--- src/rtl/avalon_pio_responder_if.sv ---
// Avalon-MM slave bundle carrying the request, response and stall signals of the PIO responder.
interface avalon_pio_responder_if #(
  parameter int ADDR_WIDTH = 3
);
  logic [ADDR_WIDTH-1:0] avs_address;
  logic [3:0]            avs_byteenable;
  logic                  avs_read;
  logic                  avs_write;
  logic [31:0]           avs_writedata;
  logic [31:0]           avs_readdata;
  logic                  avs_waitrequest;
  logic                  avs_readdatavalid;

  modport master (
    output avs_address, avs_byteenable, avs_read, avs_write, avs_writedata,
    input  avs_readdata, avs_waitrequest, avs_readdatavalid
  );

  modport slave (
    input  avs_address, avs_byteenable, avs_read, avs_write, avs_writedata,
    output avs_readdata, avs_waitrequest, avs_readdatavalid
  );
endinterface

--- src/rtl/avalon_pio_responder.sv ---
// Avalon-MM PIO responder: output register, synchronised inputs with rising-edge capture,
// interrupt mask, programmable wait states and a fixed-latency read pipeline.
module avalon_pio_responder #(
  parameter int ADDR_WIDTH   = 3,
  parameter int IN_WIDTH     = 8,
  parameter int READ_LATENCY = 2,
  parameter int WAIT_STATES  = 0
) (
  input  logic                          clock,
  input  logic                          reset,
  avalon_pio_responder_if.slave         avs,
  input  logic [IN_WIDTH-1:0]           pio_in,
  output logic [31:0]                   pio_out,
  output logic                          ins_irq
);

  localparam logic [ADDR_WIDTH-1:0] ADDR_DATA_OUT = ADDR_WIDTH'(0);
  localparam logic [ADDR_WIDTH-1:0] ADDR_DATA_IN  = ADDR_WIDTH'(1);
  localparam logic [ADDR_WIDTH-1:0] ADDR_IRQ_MASK = ADDR_WIDTH'(2);
  localparam logic [ADDR_WIDTH-1:0] ADDR_EDGE_CAP = ADDR_WIDTH'(3);
  localparam logic [2:0]            WAIT_MAX      = 3'(WAIT_STATES);

  logic [31:0]         data_out;
  logic [IN_WIDTH-1:0] irq_mask;
  logic [IN_WIDTH-1:0] edge_cap;
  logic [IN_WIDTH-1:0] sync_1;
  logic [IN_WIDTH-1:0] sync_2;
  logic [IN_WIDTH-1:0] sync_prev;
  logic [2:0]          wait_cnt;
  logic                irq_q;

  logic [READ_LATENCY-1:0] rd_vld;
  logic [31:0]             rd_data [READ_LATENCY];

  logic                req;
  logic                accept;
  logic                wr_acc;
  logic                rd_acc;
  logic [31:0]         rd_value;
  logic [IN_WIDTH-1:0] cap_clear;
  logic [IN_WIDTH-1:0] edge_rise;

  function automatic logic [31:0] merge_bytes(input logic [31:0] old_v,
                                              input logic [31:0] new_v,
                                              input logic [3:0]  be);
    logic [31:0] r;
    r = old_v;
    for (int b = 0; b < 4; b++) begin
      if (be[b]) r[8*b +: 8] = new_v[8*b +: 8];
    end
    return r;
  endfunction

  assign req                 = avs.avs_read | avs.avs_write;
  assign avs.avs_waitrequest = req && (wait_cnt != WAIT_MAX);
  assign accept              = req && !avs.avs_waitrequest;
  // A simultaneous read and write is serviced as a write only.
  assign wr_acc              = accept && avs.avs_write;
  assign rd_acc              = accept && avs.avs_read && !avs.avs_write;
  assign edge_rise           = sync_2 & ~sync_prev;

  always_comb begin
    rd_value = 32'h0;
    case (avs.avs_address)
      ADDR_DATA_OUT: rd_value = data_out;
      ADDR_DATA_IN:  rd_value = 32'(sync_2);
      ADDR_IRQ_MASK: rd_value = 32'(irq_mask);
      ADDR_EDGE_CAP: rd_value = 32'(edge_cap);
      default:       rd_value = 32'h0;
    endcase
  end

  always_comb begin
    cap_clear = '0;
    if (wr_acc && (avs.avs_address == ADDR_EDGE_CAP)) begin
      cap_clear = IN_WIDTH'(merge_bytes(32'h0, avs.avs_writedata, avs.avs_byteenable));
    end
  end

  always_ff @(posedge clock) begin
    if (!reset) begin
      data_out  <= 32'h0;
      irq_mask  <= '0;
      edge_cap  <= '0;
      sync_1    <= '0;
      sync_2    <= '0;
      sync_prev <= '0;
      wait_cnt  <= 3'd0;
      irq_q     <= 1'b0;
      rd_vld    <= '0;
      for (int i = 0; i < READ_LATENCY; i++) rd_data[i] <= 32'h0;
    end else begin
      sync_1    <= pio_in;
      sync_2    <= sync_1;
      sync_prev <= sync_2;
      wait_cnt  <= avs.avs_waitrequest ? wait_cnt + 3'd1 : 3'd0;

      if (wr_acc) begin
        case (avs.avs_address)
          ADDR_DATA_OUT: data_out <= merge_bytes(data_out, avs.avs_writedata, avs.avs_byteenable);
          ADDR_IRQ_MASK: irq_mask <= IN_WIDTH'(merge_bytes(32'(irq_mask), avs.avs_writedata,
                                                           avs.avs_byteenable));
          default: ;
        endcase
      end

      // A fresh edge outranks a same-cycle write-1-to-clear.
      edge_cap <= (edge_cap & ~cap_clear) | edge_rise;
      irq_q    <= |(edge_cap & irq_mask);

      // Empty slots carry zero so readdata is zero whenever readdatavalid is low.
      rd_vld[0]  <= rd_acc;
      rd_data[0] <= rd_acc ? rd_value : 32'h0;
      for (int i = 1; i < READ_LATENCY; i++) begin
        rd_vld[i]  <= rd_vld[i-1];
        rd_data[i] <= rd_data[i-1];
      end
    end
  end

  assign pio_out               = data_out;
  assign ins_irq               = irq_q;
  assign avs.avs_readdatavalid = rd_vld[READ_LATENCY-1];
  assign avs.avs_readdata      = rd_data[READ_LATENCY-1];

endmodule

--- src/flat_wrapper.sv ---
// flat-port wrapper written by rule: the top's interface ports become plain ports
module avalon_pio_responder_flat 
#(
  parameter int ADDR_WIDTH   = 3,
  parameter int IN_WIDTH     = 8,
  parameter int READ_LATENCY = 2,
  parameter int WAIT_STATES  = 0
)
  (clock, reset, pio_in, pio_out, ins_irq, avs_avs_address, avs_avs_byteenable, avs_avs_read, avs_avs_write, avs_avs_writedata, avs_avs_readdata, avs_avs_waitrequest, avs_avs_readdatavalid);
  avalon_pio_responder_if #(.ADDR_WIDTH(ADDR_WIDTH)) avs_i ();
  input  logic clock;
  input  logic reset;
  input  logic [IN_WIDTH-1:0] pio_in;
  output logic [31:0] pio_out;
  output logic ins_irq;
  input wire logic [$bits(avs_i.avs_address)-1:0] avs_avs_address;
  input wire logic [$bits(avs_i.avs_byteenable)-1:0] avs_avs_byteenable;
  input wire logic [$bits(avs_i.avs_read)-1:0] avs_avs_read;
  input wire logic [$bits(avs_i.avs_write)-1:0] avs_avs_write;
  input wire logic [$bits(avs_i.avs_writedata)-1:0] avs_avs_writedata;
  output wire logic [$bits(avs_i.avs_readdata)-1:0] avs_avs_readdata;
  output wire logic [$bits(avs_i.avs_waitrequest)-1:0] avs_avs_waitrequest;
  output wire logic [$bits(avs_i.avs_readdatavalid)-1:0] avs_avs_readdatavalid;
  assign avs_i.avs_address = avs_avs_address;
  assign avs_i.avs_byteenable = avs_avs_byteenable;
  assign avs_i.avs_read = avs_avs_read;
  assign avs_i.avs_write = avs_avs_write;
  assign avs_i.avs_writedata = avs_avs_writedata;
  assign avs_avs_readdata = avs_i.avs_readdata;
  assign avs_avs_waitrequest = avs_i.avs_waitrequest;
  assign avs_avs_readdatavalid = avs_i.avs_readdatavalid;
  avalon_pio_responder #(.ADDR_WIDTH(ADDR_WIDTH), .IN_WIDTH(IN_WIDTH), .READ_LATENCY(READ_LATENCY), .WAIT_STATES(WAIT_STATES)) u_core (.clock(clock), .reset(reset), .avs(avs_i), .pio_in(pio_in), .pio_out(pio_out), .ins_irq(ins_irq));
endmodule
--- config.mk ---
export PLATFORM = sky130hd
export DESIGN_NAME = avalon_pio_responder_flat
export DESIGN_NICKNAME = d
export VERILOG_FILES = /design/src/rtl/avalon_pio_responder_if.sv /design/src/rtl/avalon_pio_responder.sv /design/src/flat_wrapper.sv
export SDC_FILE = /design/constraint.sdc
export NUM_CORES = 1
export LEC_CHECK = 0
export CAP_MARGIN = 20
export CORE_MARGIN = 5
export CORE_UTILIZATION = 45
export CTS_CLUSTER_DIAMETER = 120
export DETAILED_ROUTE_END_ITERATION = 7
export PLACE_DENSITY = 0.81
export SLEW_MARGIN = 0
export SYNTH_ARGS = -nofsm -noshare
export SYNTH_HDL_FRONTEND = slang
export SYNTH_SLANG_ARGS = --single-unit
--- constraint.sdc ---
create_clock -name clock -period 2.8 [get_ports clock]
set_input_delay 0.56 -clock clock [delete_from_list [all_inputs] [get_ports clock]]
set_output_delay 0.56 -clock clock [all_outputs]
set_load 0.02 [all_outputs]
Fig. 1: metal 4
Bar = 20 um.
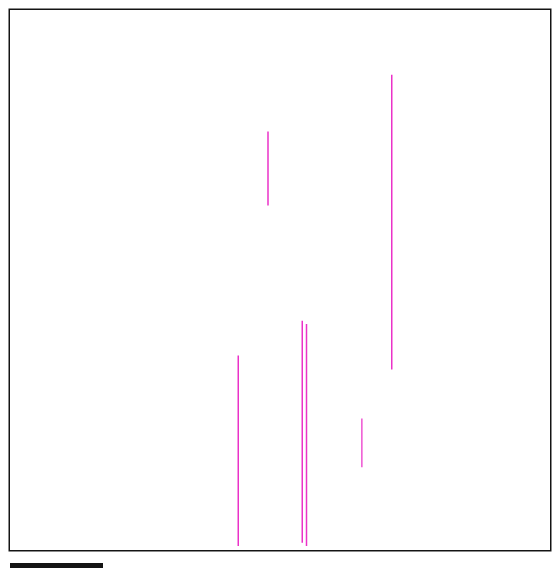
- longest straight run: 63.2 um
- nets with wire on the layer: 5
- wire length on this layer: 225 um
- main direction: vertical
- share of all routed wire: 2.2%

Fig. 2: routing congestion
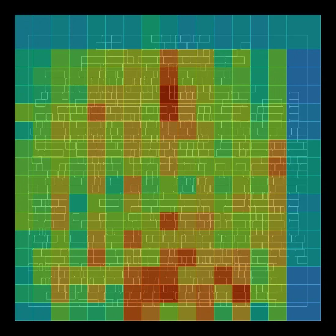
M2 GR Usage: 0.268
M1 GR Usage: 0.189

==> out/qor.csv <==
stage,metric,value,unit
final_timing,max-slew violation count,0,
layout,most frequent cells in the layout,"dfxtp_1, clkdlybuf4s50_1, and2_1",
final_timing,maximum clock rate,406,MHz
logic_synthesis,top cell type by total area after synthesis,dfxtp_1,
global_routing,pin count of the biggest net entering global routing,141,
flow_run,tool warnings,29,
detailed_routing,Starting DRT DRC Count,176,
clock_tree,cts-stage hold buffer count,0,
clock_tree,htree depth,4,
worst_hold_path,Hold Crit Endpoint,u_core.sync_2[4],
setup_path,worst r2r path cells,6,
logic_synthesis,syn nets,545,
logic_synthesis,"Seq share, synth",0.557,
run_status,outcome,completed,
setup_path,crit path kind,in2out,
final_timing,Final setup viols,0,
final_timing,part of the cycle the worst path needs,0.880,
die,Die H,116,um
die,CORE AREA,11000,um2
logic_synthesis,#FFs+latches synth,142,
setup_path,Reg2Reg Setup Slack,0.88,ns
worst_hold_path,min-delay worst type,reg2reg,
final_timing,setup_tns,0,ns
die,die width,116,um
placement,Setup WS pre-CTS,0.345,ns
logic_synthesis,Synth area leaders,"dfxtp_1, mux2i_1, and2_1",
detailed_routing,DR WL/cell,14.1,um
final_timing,Final Skew,0.00591,ns
final_timing,Least-Margin Pin Slew,0.583,ns
detailed_routing,routed vias/inst,4.65,
final_timing,Hold WS,0.430,ns
logic_synthesis,synth warn,0,
logic_synthesis,Post-synth EDFFs,0,
layout,Register Area,2840,um2
logic_synthesis,"Cell Area, Synth",5100,um2
final_timing,unrepaired setup endpoints after global routing,false,
final_timing,Hold Fails Final Rpt,0,
global_routing,number of global-route vias before repair,3383,
layout,nets,631,
clock_tree,CTS max path bufs,2,
detailed_routing,DRC violations left,0,
layout,layout cells sized above 1,0.0797,
setup_path,Required @ worst endpoint,2.24,ns
layout,Antenna Cells,0,
global_routing,initial antenna violation count,0,
setup_path,reg2reg start,u_core.wait_cnt[0],
clock_tree,Num CTS Buffers,17,
die,Ports,118,
placement,placer congestion estimate,0.765,
clock_tree,Worst-path clk slew,0.06,ns
detailed_routing,detailed-route via count,3391,
setup_path,Worst setup SP type,primary input,
layout,Fill cells,921,
pwr,peak supply drop,390,uV
setup_path,"critical path fanouts, max",4,
layout,Comb gate area,1880,um2
flow_run,MaxCap Viol Count,0,
detailed_routing,Post-DRT Antenna Nets,0,
layout,most frequent logic cell in the layout,dfxtp_1,
logic_synthesis,Netlist cell types,33,
logic_synthesis,# Cells Yosys,492,
setup_path,Critical R2R Capture,u_core.irq_mask[5],
clock_tree,CTS-repair resized insts,0,
logic_synthesis,top_reg_cell synth,dfxtp_1,
detailed_routing,First-pass DRT Iterations,4,
clock_tree,root buffer cell,clkbuf_16,
clock_tree,Post-CTS Setup Inserts,0,
final_timing,Slew Limit Headroom,0.610,
logic_synthesis,syn_area_per_cell,10.4,um2
worst_hold_path,Hold Path Depth,1,
global_routing,Tot GR Track Use,0.162,
die,fp util,0.464,
logic_synthesis,async set or reset register ratio after synthesis,0,
worst_hold_path,worst hold start,u_core.sync_1[4],
final_timing,setup ws final,0.336,ns
clock_tree,CTS tree,yes,
layout,synth-to-layout area growth,30.8,%
placement,Detail Placement HPWL,7.30,mm
final_timing,crit path time final,2.46,ns
global_routing,gr ovfl total,0,
logic_synthesis,Synth Instances,492,
setup_path,CP Capture Type,output port,
setup_path,CP Data Arrival Time,1.90,ns
clock_tree,clk_lat worst skew,0.41,ns
pwr,Leak Pwr,0.00267,uW
pwr,Cell Pwr Density,633,nW/um2
detailed_routing,total wire length,10.3,mm
Fig. 3: sequential cells colored by netlist name
Bar = 20 um.
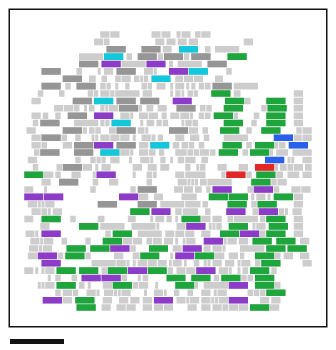
- purple: u_core.pio_out (sequential cells 32)
- blue: u_core.wait_cnt (sequential cells 3)
- red: u_core.rd_vld (sequential cells 2)
- cyan: u_core.edge_cap (sequential cells 8; where north)
- green: u_core.rd_data (sequential cells 64)
- not colored: 33

Fig. 4: gate families picked out
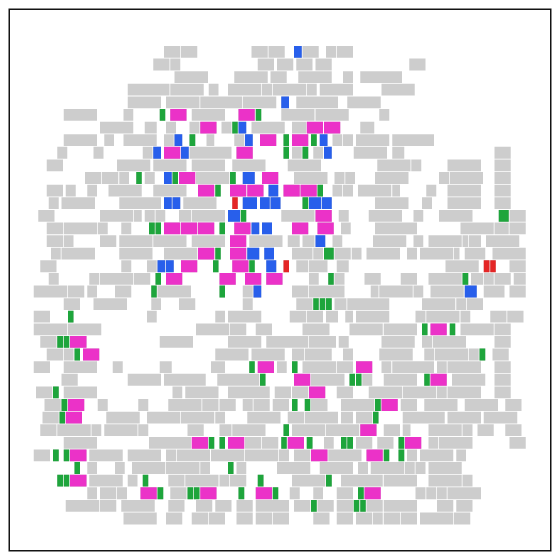
- red: inverters (cells 4)
- blue: inverting AOI/OAI gates (cells 30)
- magenta: multiplexers (cells 56)
- green: NAND gates (cells 79)

worst max path at each step:
stage | startpoint | end | cells after the start | slack (ns)
after global placement | avs_avs_write | avs_avs_waitrequest | 3 | 0.35
final | avs_avs_write | avs_avs_waitrequest | 3 | 0.34
after CTS | avs_avs_write | avs_avs_waitrequest | 3 | 0.36
after detailed placement | avs_avs_write | u_core.irq_mask[5] | 5 | 0.35
after floorplan | avs_avs_address[0] | u_core.pio_out[0] | 6 | 0.91
after global routing | u_core.wait_cnt[0] | avs_avs_waitrequest | 5 | 0.30
per-layer routing:
| metal | part of all wire | GRT usage | up-vias |
|---|---|---|---|
| met5 | 0 | 0 | - |
| met4 | 0.022 | 0.0735 | 0 |
| met3 | 0.071 | 0.0554 | 16 |
| met2 | 0.49 | 0.268 | 83 |
| met1 | 0.42 | 0.189 | 1560 |
| li1 | - | - | 1732 |
layout make-up:
type,count,share of cell area
inverters,4,0.00225
flip-flops and latches,142,0.426
multi-input cells,288,0.281
repair buffers,125,0.186
clock buffers,17,0.0638
clock inverters,14,0.0144
well taps,140,0.0263
sequential cells by signal (all words and copies together) (netlist names):
name	flops
u_core.sync_prev	8
u_core.irq_mask	8
u_core.wait_cnt	3
u_core.sync_1	8
u_core.ins_irq	1
u_core.rd_vld	2
u_core.pio_out	32
u_core.sync_2	8
u_core.edge_cap	8
u_core.rd_data	64
cell usage after synthesis (all sizes together) (3+ instances only):
cell,number
nand2,77
a21oi,8
a22oi,4
o22ai,8
dfxtp,142
buf,43
o21ai,8
nor4,3
inv,4
clkbuf,15
nor3,4
mux2i,56
and2,89
nor2b,16
worst max-delay path: stages:
cell and delay (ns):
clkdlybuf4s50_1 0.57, o21a_1 0.17, clkdlybuf4s50_1 0.60
per-stage QoR:
| stage | utilization | std cells | area [um2] |
|---|---|---|---|
| after floorplan | - | 492 | 5100 |
| after CTS | 0.607 | 730 | 6670 |
| after global routing | 0.607 | 730 | 6670 |
| final | 0.607 | 730 | 6670 |
| after global placement | 0.560 | 699 | 6150 |
| after detailed placement | 0.560 | 699 | 6150 |
kinds of logic (layout without fill, tap and decap cells):
logic type      count (synthesis)  after routing  share of synthesized area
simple gates                  198            198                      0.215
xor+xnor                        1              1                    0.00172
fa+ha+maj                       2              2                    0.00490
buf+inv                        62            160                     0.0751
compound gates                 31             31                     0.0361
flops                         142            142                      0.557
mux                            56             56                      0.110
where the power goes:
group	switching [uW]	internal [uW]	total (uW)
clock network	821	1120	1940
logic	98.9	118	217
registers	16.5	2050	2070
No activity file was given, so power comes from the tool's default toggle rates.
